**Run 1: met2 routing**

Scale bar: 50 um.
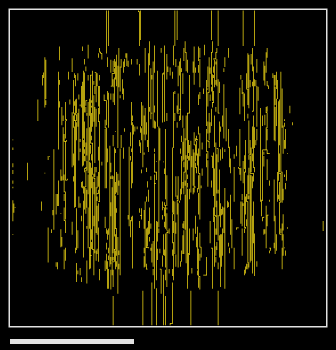
**Run 1: routing congestion map**

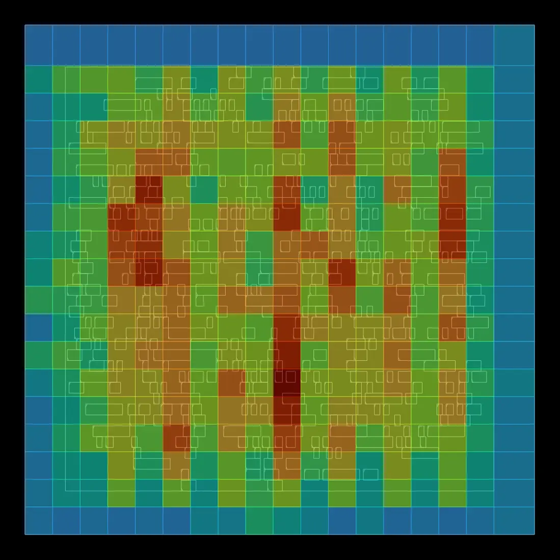
**Run 1: metal 3**

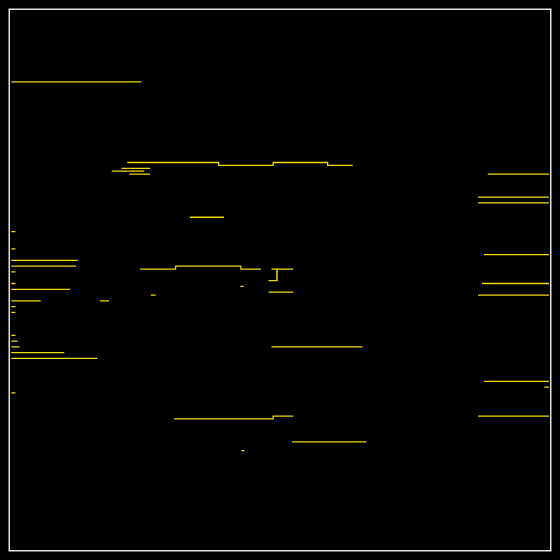
$ cat src/rtl/set_bit_iterator.sv
// Walks each accepted word LSB-first and emits one set-bit index per output beat (zero word -> DATA_WIDTH).
// Optional feature macro SBI_BACK_TO_BACK_EN: accept the next word in the cycle the last beat retires.
module set_bit_iterator #(
    parameter int DATA_WIDTH = 32
) (
    input  logic                          clk,
    input  logic                          reset,
    input  logic                          din_valid,
    input  logic [DATA_WIDTH-1:0]         din,
    output logic                          din_ready,
    output logic                          dout_valid,
    output logic [$clog2(DATA_WIDTH):0]   dout,
    output logic                          dout_last,
    input  logic                          dout_ready
);

    localparam int IDX_W = $clog2(DATA_WIDTH) + 1;

    typedef enum logic {
        IDLE = 1'b0,
        SCAN = 1'b1
    } state_e;

    state_e                  state_q, state_d;
    logic [DATA_WIDTH-1:0]   work_q, work_d;
    logic [IDX_W-1:0]        dout_q, dout_d;
    logic                    last_q, last_d;

    logic                    ready_int;
    logic                    accept_in;
    logic                    beat_done;
    logic                    update;
    logic [DATA_WIDTH-1:0]   src_word;
    logic [DATA_WIDTH-1:0]   stripped;

    // Lowest set bit wins; an all-zero word falls through to DATA_WIDTH.
    function automatic logic [IDX_W-1:0] tz(input logic [DATA_WIDTH-1:0] w);
        logic [IDX_W-1:0] idx;
        idx = IDX_W'(DATA_WIDTH);
        for (int i = DATA_WIDTH - 1; i >= 0; i--) begin
            if (w[i]) idx = IDX_W'(i);
        end
        return idx;
    endfunction

    function automatic logic at_most_one(input logic [DATA_WIDTH-1:0] w);
        return (w & (w - DATA_WIDTH'(1))) == '0;
    endfunction

    assign accept_in = din_valid & din_ready;
    assign beat_done = dout_valid & dout_ready;
    assign stripped  = work_q & (work_q - DATA_WIDTH'(1));

    // State register and registered datapath.
    // NOTE: sequential state uses non-blocking assignments so every register samples pre-edge values.
    always_ff @(posedge clk or posedge reset) begin
        if (reset) begin
            state_q <= IDLE;
            work_q  <= '0;
            dout_q  <= '0;
            last_q  <= 1'b0;
        end else begin
            state_q <= state_d;
            work_q  <= work_d;
            dout_q  <= dout_d;
            last_q  <= last_d;
        end
    end

    // Next-state and next-datapath logic.
    // NOTE: every variable gets a default first so no path leaves it unassigned (no latches).
    always_comb begin
        state_d  = state_q;
        work_d   = work_q;
        dout_d   = dout_q;
        last_d   = last_q;
        update   = 1'b0;
        src_word = stripped;

        unique case (state_q)
            IDLE: begin
                if (accept_in) begin
                    src_word = din;
                    update   = 1'b1;
                    state_d  = SCAN;
                end
            end
            SCAN: begin
                if (beat_done) begin
                    if (!last_q) begin
                        update = 1'b1;
                    end else if (accept_in) begin
                        src_word = din;
                        update   = 1'b1;
                    end else begin
                        state_d = IDLE;
                    end
                end
            end
            default: state_d = IDLE;
        endcase

        // Index and last flag are precomputed here so the outputs come straight from flops.
        if (update) begin
            work_d = src_word;
            dout_d = tz(src_word);
            last_d = at_most_one(src_word);
        end
    end

    // Output logic.
    always_comb begin
`ifdef SBI_BACK_TO_BACK_EN
        ready_int = (state_q == IDLE) | ((state_q == SCAN) & dout_ready & last_q);
`else
        ready_int = (state_q == IDLE);
`endif
        din_ready  = ready_int & ~reset;
        dout_valid = (state_q == SCAN);
        dout       = dout_q;
        dout_last  = last_q;
    end

endmodule

$ cat config.mk
export PLATFORM = sky130hd
export DESIGN_NAME = set_bit_iterator
export DESIGN_NICKNAME = d
export VERILOG_FILES = /design/src/rtl/set_bit_iterator.sv
export SDC_FILE = /design/constraint.sdc
export NUM_CORES = 1
export LEC_CHECK = 0
export CELL_PAD_IN_SITES_DETAIL_PLACEMENT = 1
export CELL_PAD_IN_SITES_GLOBAL_PLACEMENT = 2
export CORE_MARGIN = 10
export CORE_UTILIZATION = 28
export CTS_CLUSTER_DIAMETER = 50
export CTS_CLUSTER_SIZE = 20
export DETAILED_ROUTE_END_ITERATION = 10
export PLACE_DENSITY_LB_ADDON = 0.1
export SLEW_MARGIN = 20
export SYNTH_ARGS = -nofsm -noshare
export SYNTH_HDL_FRONTEND = slang
export SYNTH_SLANG_ARGS = --single-unit
$ cat constraint.sdc
create_clock -name clk -period 5.23 [get_ports clk]
set_input_delay 1.3075 -clock clk [delete_from_list [all_inputs] [get_ports clk]]
set_output_delay 1.3075 -clock clk [all_outputs]
set_load 0.02 [all_outputs]
==> reports/qor.csv, run 1 <==
metric,value,unit
drtAntennaViolNets,0,
status,"finished, final reports clean",
die_x,127,um
finClkSkew,0.0108,ns
topCellsByArea,"dfrtp_1 (31%), nand2_1 (7.0%), nor2_1 (6.7%), a21oi_1 (6.0%), o21ai_0 (3.7%)",
setup.worst_path.start,reset,
preCtsSetupSlack,0.563,ns
ys_cells,417,
ys.flop_type,dfrtp_1,
crit_type,in -> reg,
largest_area_cell,dfrtp_1,
drt_pass1_iterations,4,
ys_async_sr_fraction,100,%
fp-utilization,28.4,%
hold_start,dout[4],
slew_viol_final,0,
drtIter0Drc,137,
ys_warn_count,0,
synthCells,417,
critPathMaxFanout,14,
grt_pass1_vias,3514,
ys_chip_area,3230,um^2
worstPathCellList,"clkdlybuf4s50_1, or3b_2, buf_4, nor3_1, a31oi_1, or2_2, nor3_1, nand2_2, o31a_1, o32a_1, o31ai_1",
route.detailed.drc,0,
Notes on 'met2 routing' above:
411 nets have wire on it. The layer carries 5,760 um of wire. The wires run mostly vertical.

Notes on 'routing congestion map' above:
post-layout util: 35.0%
GR Layer Usage met3: 3.47%
Routed WL per cell: 20.4 um
total track usage: 15.1%

Notes on 'metal 3' above:
The longest straight run is 30.4 um. 35 nets have wire on it. The layer carries 444 um of wire.

-- run 1: cells in the mapped netlist (all sizes together), types with 2 or more instances --
| cell | n |
|---|---|
| a2111oi | 2 |
| a211o | 2 |
| a211oi | 5 |
| a21o | 2 |
| a21oi | 39 |
| a221oi | 2 |
| a22o | 2 |
| a31oi | 8 |
| and3 | 4 |
| buf | 8 |
| clkbuf | 16 |
| dfrtp | 40 |
| inv | 6 |
| maj3 | 2 |
| mux2 | 10 |
| mux2i | 3 |
| nand2 | 62 |
| nand3 | 12 |
| nand3b | 3 |
| nor2 | 59 |
| nor3 | 9 |
| nor3b | 2 |
| nor4 | 4 |
| o2111ai | 2 |
| o211ai | 4 |
| o21a | 4 |
| o21ai | 31 |
| o21bai | 2 |
| o22ai | 4 |
| o311a | 2 |
| o311ai | 3 |
| o31a | 5 |
| o31ai | 18 |
| o41ai | 7 |
| or2 | 8 |
| or3 | 6 |
| or4 | 5 |
| xnor2 | 2 |
-- run 1: logic make-up after synthesis --
logic type / after synthesis / synth area share [%]
muxes: 13 / 4.53
AOI/OAI and AO/OA: 152 / 32.8
adders and majority gates: 2 / 0.619
xor gates and xnor gates: 2 / 0.542
and+or+nand+nor: 178 / 26.3
DFF: 40 / 31.0
buffers and inverters: 30 / 4.26
-- run 1: final timing paths --
path	end	depth (start not counted)
worst max register to register	dout[3]	8
max in group asynchronous	dout[2]	3
min in group asynchronous	work_q[12]	2
worst max-delay path	dout_last	11
worst min-delay path	dout[4]	2
worst min register to register	dout[4]	2
-- run 1: through the flow --
stage | power [uW] | instances | instance area, um^2
after floorplan | 1180 | 417 | 3230
after global routing | 1970 | 598 | 3980
after detailed placement | 1490 | 590 | 3830
after CTS | 1840 | 598 | 3980
final | 1820 | 598 | 3980
after global placement | 1480 | 590 | 3830
-- run 1: critical path, delay by kind of cell --
| family | cells | cell delay, ns |
|---|---|---|
| buf+inv | 2 | 0.68 |
| simple gates | 5 | 1.73 |
| compound gates | 4 | 0.88 |
-- run 1: area by class of cell --
| class | instances | area (um^2) | share of cell area, % |
|---|---|---|---|
| inverters | 6 | 22.5 | 0.566 |
| repair buffers | 54 | 528 | 13.3 |
| flip-flops and latches | 40 | 1000 | 25.2 |
| multi-input cells | 347 | 2100 | 52.8 |
| well taps | 143 | 179 | 4.50 |
| clock buffers | 8 | 146 | 3.68 |
-- run 1: state kept, by name (all words and copies together) (netlist names) --
register,cells
dout_valid,1
dout_last,1
dout,6
work_q,32
-- run 1: routing by layer --
layer / vias up / track usage (%) / part of all wire [%]
li1: 1637 / - / -
met5: - / 0 / 0
met1: 1618 / 19.8 / 48
met3: 11 / 3.47 / 3.6
met4: 0 / 3.82 / 1.2
met2: 47 / 24.4 / 47
-- run 1: report_power, final --
group	switching (uW)	internal [uW]	leakage, uW
Sequential	156	427	0.000462
Combinational	537	361	0.000871
Clock	144	191	0.0000712
Total	837	980	0.00140
==> run 2, diff against run 1 <==
==> constraint.sdc (replaced) <==
create_clock -name clk -period 3.9 [get_ports clk]
set_input_delay 0.975 -clock clk [delete_from_list [all_inputs] [get_ports clk]]
set_output_delay 0.975 -clock clk [all_outputs]
set_load 0.02 [all_outputs]
==> run 2 against run 1 <==
Effect of this change:
- worst hold slack got worse by 0.024 ns
- worst setup slack got worse by 0.65 ns
- sequential cell count did not move
- via count rose by 6.6%
- wire length rose by 3.2%
- final area rose by 9.8%
- synthesized cell count did not move
- critical endpoint is now dout[1]
==> reports/qor.csv, run 2 <==
metric,value,unit,change
status,"finished, final reports clean",,
ys.flop_type,dfrtp_1,,
path_buffers,1,,-1
drt_pass1_iterations,4,,unchanged
die_x,127,um,unchanged
largest-register,work_q,,
cp_top_family,AND-OR/OR-AND gates,,
crit_type,reg -> reg,,
route.detailed.drc,0,,unchanged
drtIter0Drc,178,,+30%
grt_pass1_vias,3829,,+9.0%
ys_async_sr_fraction,100,%,unchanged
critPathMaxFanout,5,,-9
common_cells,"nand2_1 (60), nor2_1 (58), dfrtp_1 (40), a21oi_1 (39), o21ai_0 (24)",,
worstPathCellList,"or4_4, or4b_4, o41a_1, a211o_2, a21oi_1, o31ai_1, a2111oi_0, buf_4, nor3b_1, o31ai_1",,
fin_util,38.4,%,+3.4 points
largest_reg_flops,32,,unchanged
fp-utilization,28.4,%,unchanged
grt_usage,15.6,%,+0.44 points
topCellsByArea,"dfrtp_1 (31%), nand2_1 (7.0%), nor2_1 (6.7%), a21oi_1 (6.0%), o21ai_0 (3.7%)",,
most_common_cell,nand2_1,,
==> run 2: cell counts after synthesis <==
No cell type changed its count.
==> run 2: area by class of cell <==
cell class	instances	area, um^2
clock buffer	5	125
fill	1416	7000
inverter	6	22.5
multi-input combinational	347	2110
sequential	40	1000
tap	143	179
timing repair buffer	107	926
==> run 2: layer usage <==
layer  global-route usage, %  share of wire [%]
met1                    19.0                 45
met2                    28.0                 51
met3                    2.61                3.6
met4                    3.01               0.77
met5                       0                  0
==> run 2: cells by family (layout without fill, tap and decap cells) <==
family | Yosys count | after routing | share of synthesized area, %
AND/OR/NAND/NOR | 178 | 178 | 26.3
AND-OR/OR-AND | 152 | 152 | 32.8
flip-flops | 40 | 40 | 31.0
buffers and inverters | 30 | 118 | 4.26
multiplexers | 13 | 13 | 4.53
adder cells (fa/ha/maj) | 2 | 2 | 0.619
XOR/XNOR | 2 | 2 | 0.542
==> run 2: power by group <==
group / internal (uW) / total (uW) / leakage, uW / switching [uW]
Clock: 227 / 392 / 0.0000616 / 166
Sequential: 573 / 738 / 0.000462 / 165
Combinational: 687 / 1510 / 0.00114 / 827
==> run 2: what timing repair did <==
action | 4_1_cts | 5_1_grt
resized | 0 | 2
setup endpoints to repair | 0 | 3
buffers inserted | 0 | 0
==> run 2: final timing paths <==
path | endpoint | from | depth (start not counted)
setup / recovery | dout[1] | work_q[0] | 10
max in group asynchronous | work_q[8] | reset | 3
setup reg to reg | dout[1] | work_q[0] | 10
min in group asynchronous | dout_valid | reset | 3
hold reg to reg | dout[1] | dout[1] | 2
hold / removal | dout[1] | dout[1] | 2
==> run 2: per-stage QoR <==
stage | cell area (um^2) | hold slack, ns | instances | power (uW)
floorplan | 3230 | 0.468 | 417 | 1580
global placement | 4230 | 0.469 | 643 | 2230
detailed placement | 4230 | 0.484 | 643 | 2250
CTS | 4350 | 0.498 | 648 | 2650
global route | 4370 | 0.525 | 648 | 2870
finish | 4370 | 0.496 | 648 | 2640
==> run 2: worst register-to-register path, stage by stage (launching register included) <==
cell	delay [ns]
dfrtp_1	0.38
or4_4	0.58
or4b_4	0.62
o41a_1	0.49
a211o_2	0.28
a21oi_1	0.18
o31ai_1	0.10
a2111oi_0	0.51
buf_4	0.20
nor3b_1	0.05
o31ai_1	0.23
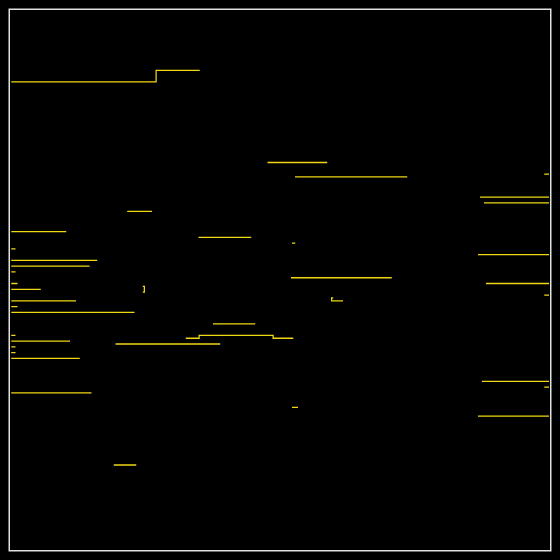
**Above:** run 2 (metal 3).
The layer holds 3.6% of the routed length. The longest straight run is 34.0 um. 35 nets have wire on it. The layer carries 452 um of wire. The wires run mostly horizontal.

==> run 3, diff against run 2 <==
--- a/config.mk
+++ b/config.mk
@@ -12,6 +12,8 @@
 export CTS_CLUSTER_DIAMETER = 50
 export CTS_CLUSTER_SIZE = 20
 export DETAILED_ROUTE_END_ITERATION = 10
+export DONT_BUFFER_PORTS = 1
+export GPL_ROUTABILITY_DRIVEN = 0
 export PLACE_DENSITY_LB_ADDON = 0.1
 export SLEW_MARGIN = 20
 export SYNTH_ARGS = -nofsm -noshare
==> run 3 against run 2 <==
Effect of this change:
- critical path depth unchanged
- synthesized cell count stayed put
- via count decreased by 6.0%
- non-clock buffer count is 68 lower
- critical path type unchanged
- critical endpoint is now dout[2]
==> reports/qor.csv, run 3 <==
metric,value,unit,change
p_seq_share,30.4,%,+2.5 points
route.detailed.drc,0,,unchanged
ys_async_sr_fraction,100,%,unchanged
dpl.cell_count,575,,-11%
final_cell_count_no_fill,583,,-10%
path_buffers,1,,unchanged
grt_pass1_vias,3532,,-7.8%
flop_area,1000,um^2,unchanged
cp_top_family,simple AND/OR/NAND/NOR gates,,
pwr-share-clk,20.3,%,+5.5 points
status,"finished, final reports clean",,
common_cells,"nand2_1 (60), nor2_1 (58), dfrtp_1 (40), a21oi_1 (39), o21ai_0 (24)",,
ys.flop_type,dfrtp_1,,
crit_type,reg -> reg,,
power_frac_comb,49.3,%,-7.9 points
p_int,1440,uW,-3.0%
swShare,43.8,%,+0.066 points
critPathMaxFanout,7,,+2
fill_cells,1391,,-1.8%
topCellsByArea,"dfrtp_1 (31%), nand2_1 (7.0%), nor2_1 (6.7%), a21oi_1 (6.0%), o21ai_0 (3.7%)",,
worstPathCellList,"or4_1, or4b_4, buf_4, nor4_4, o21ai_1, or3_1, o31a_1, o31ai_2, a211oi_1, o31ai_1",,
die_x,127,um,unchanged
grt_usage,15.0,%,-0.51 points
fin_util,33.5,%,-4.9 points
fp-utilization,28.4,%,unchanged
largest-register,work_q,,
p_sw,1130,uW,-2.7%
most_common_cell,nand2_1,,
largest_reg_flops,32,,unchanged
[run 3: final timing paths]
kind	from	to	slack [ns]	cells after the start
min in group asynchronous	reset	dout[0]	0.64	1
max in group asynchronous	reset	work_q[23]	2.61	2
worst max register to register	work_q[9]	dout[2]	0.22	10
worst min-delay path	work_q[22]	work_q[22]	0.52	2
worst min register to register	work_q[22]	work_q[22]	0.52	2
worst max-delay path	work_q[9]	dout[2]	0.22	10
[run 3: area by class of cell]
type                            instances  share of cell area, %
Clock buffer                            7                   4.01
Clock inverter                          1                  0.788
Inverter                                6                  0.591
Multi-Input combinational cell        347                   56.0
Sequential cell                        40                   26.3
Tap cell                              143                   4.69
Timing Repair Buffer                   39                   7.68
[run 3: power groups by stage]
stage          clock network [uW]  logic (uW)  registers (uW)
6_report                      522        1260             781
5_1_grt                       558        1430             813
2_1_floorplan                   0         844             735
3_5_place_dp                    0        1260             787
3_3_place_gp                    0        1240             781
4_1_cts                       544        1270             781
[run 3: through the flow]
| stage | area [um^2] | power [uW] |
|---|---|---|
| after floorplan | 3230 | 1580 |
| after detailed placement | 3590 | 2040 |
| after CTS | 3780 | 2590 |
| final | 3810 | 2570 |
| after global routing | 3810 | 2800 |
| after global placement | 3590 | 2020 |
[run 3: logic make-up after synthesis]
| kind of cell | after synthesis | share of synthesized area, % |
|---|---|---|
| adders and majority gates | 2 | 0.619 |
| muxes | 13 | 4.53 |
| and+or+nand+nor | 178 | 26.3 |
| buffers and inverters | 30 | 4.26 |
| xor gates and xnor gates | 2 | 0.542 |
| DFF | 40 | 31.0 |
| AOI/OAI and AO/OA | 152 | 32.8 |
[run 3: metal layers]
metal | GRT usage [%] | share of wire [%] | wire length [um] | vias up
met5 | 0 | 0 | 0 | -
met3 | 4.14 | 5.4 | 652 | 10
met2 | 25.7 | 49 | 5970 | 56
met1 | 18.1 | 44 | 5420 | 1648
li1 | - | - | - | 1608
met4 | 3.95 | 1.1 | 135 | 0
[run 3: timing repair]
action / CTS / global route
gates resized: 1 / 5
endpoints found under the setup margin: 1 / 3
pin swaps: 0 / 0
setup buffers: 0 / 0
[run 3: tightest hold or removal path, stage by stage, from the launching register on]
cell and delay [ns]:
dfrtp_1 0.37, nand2_1 0.05, o21ai_0 0.06
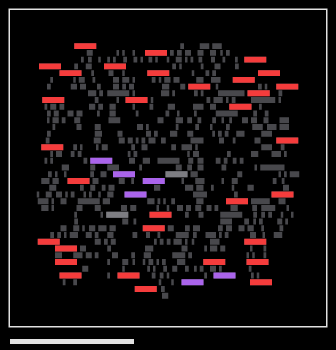
**Above:** run 3 (sequential cells grouped by signal name).
Scale bar: 50 um.
`dout`: shown in purple, sequential cells 6. `work_q`: shown in red, sequential cells 32, where widely spread.

Power and IR drop assume default switching activity.
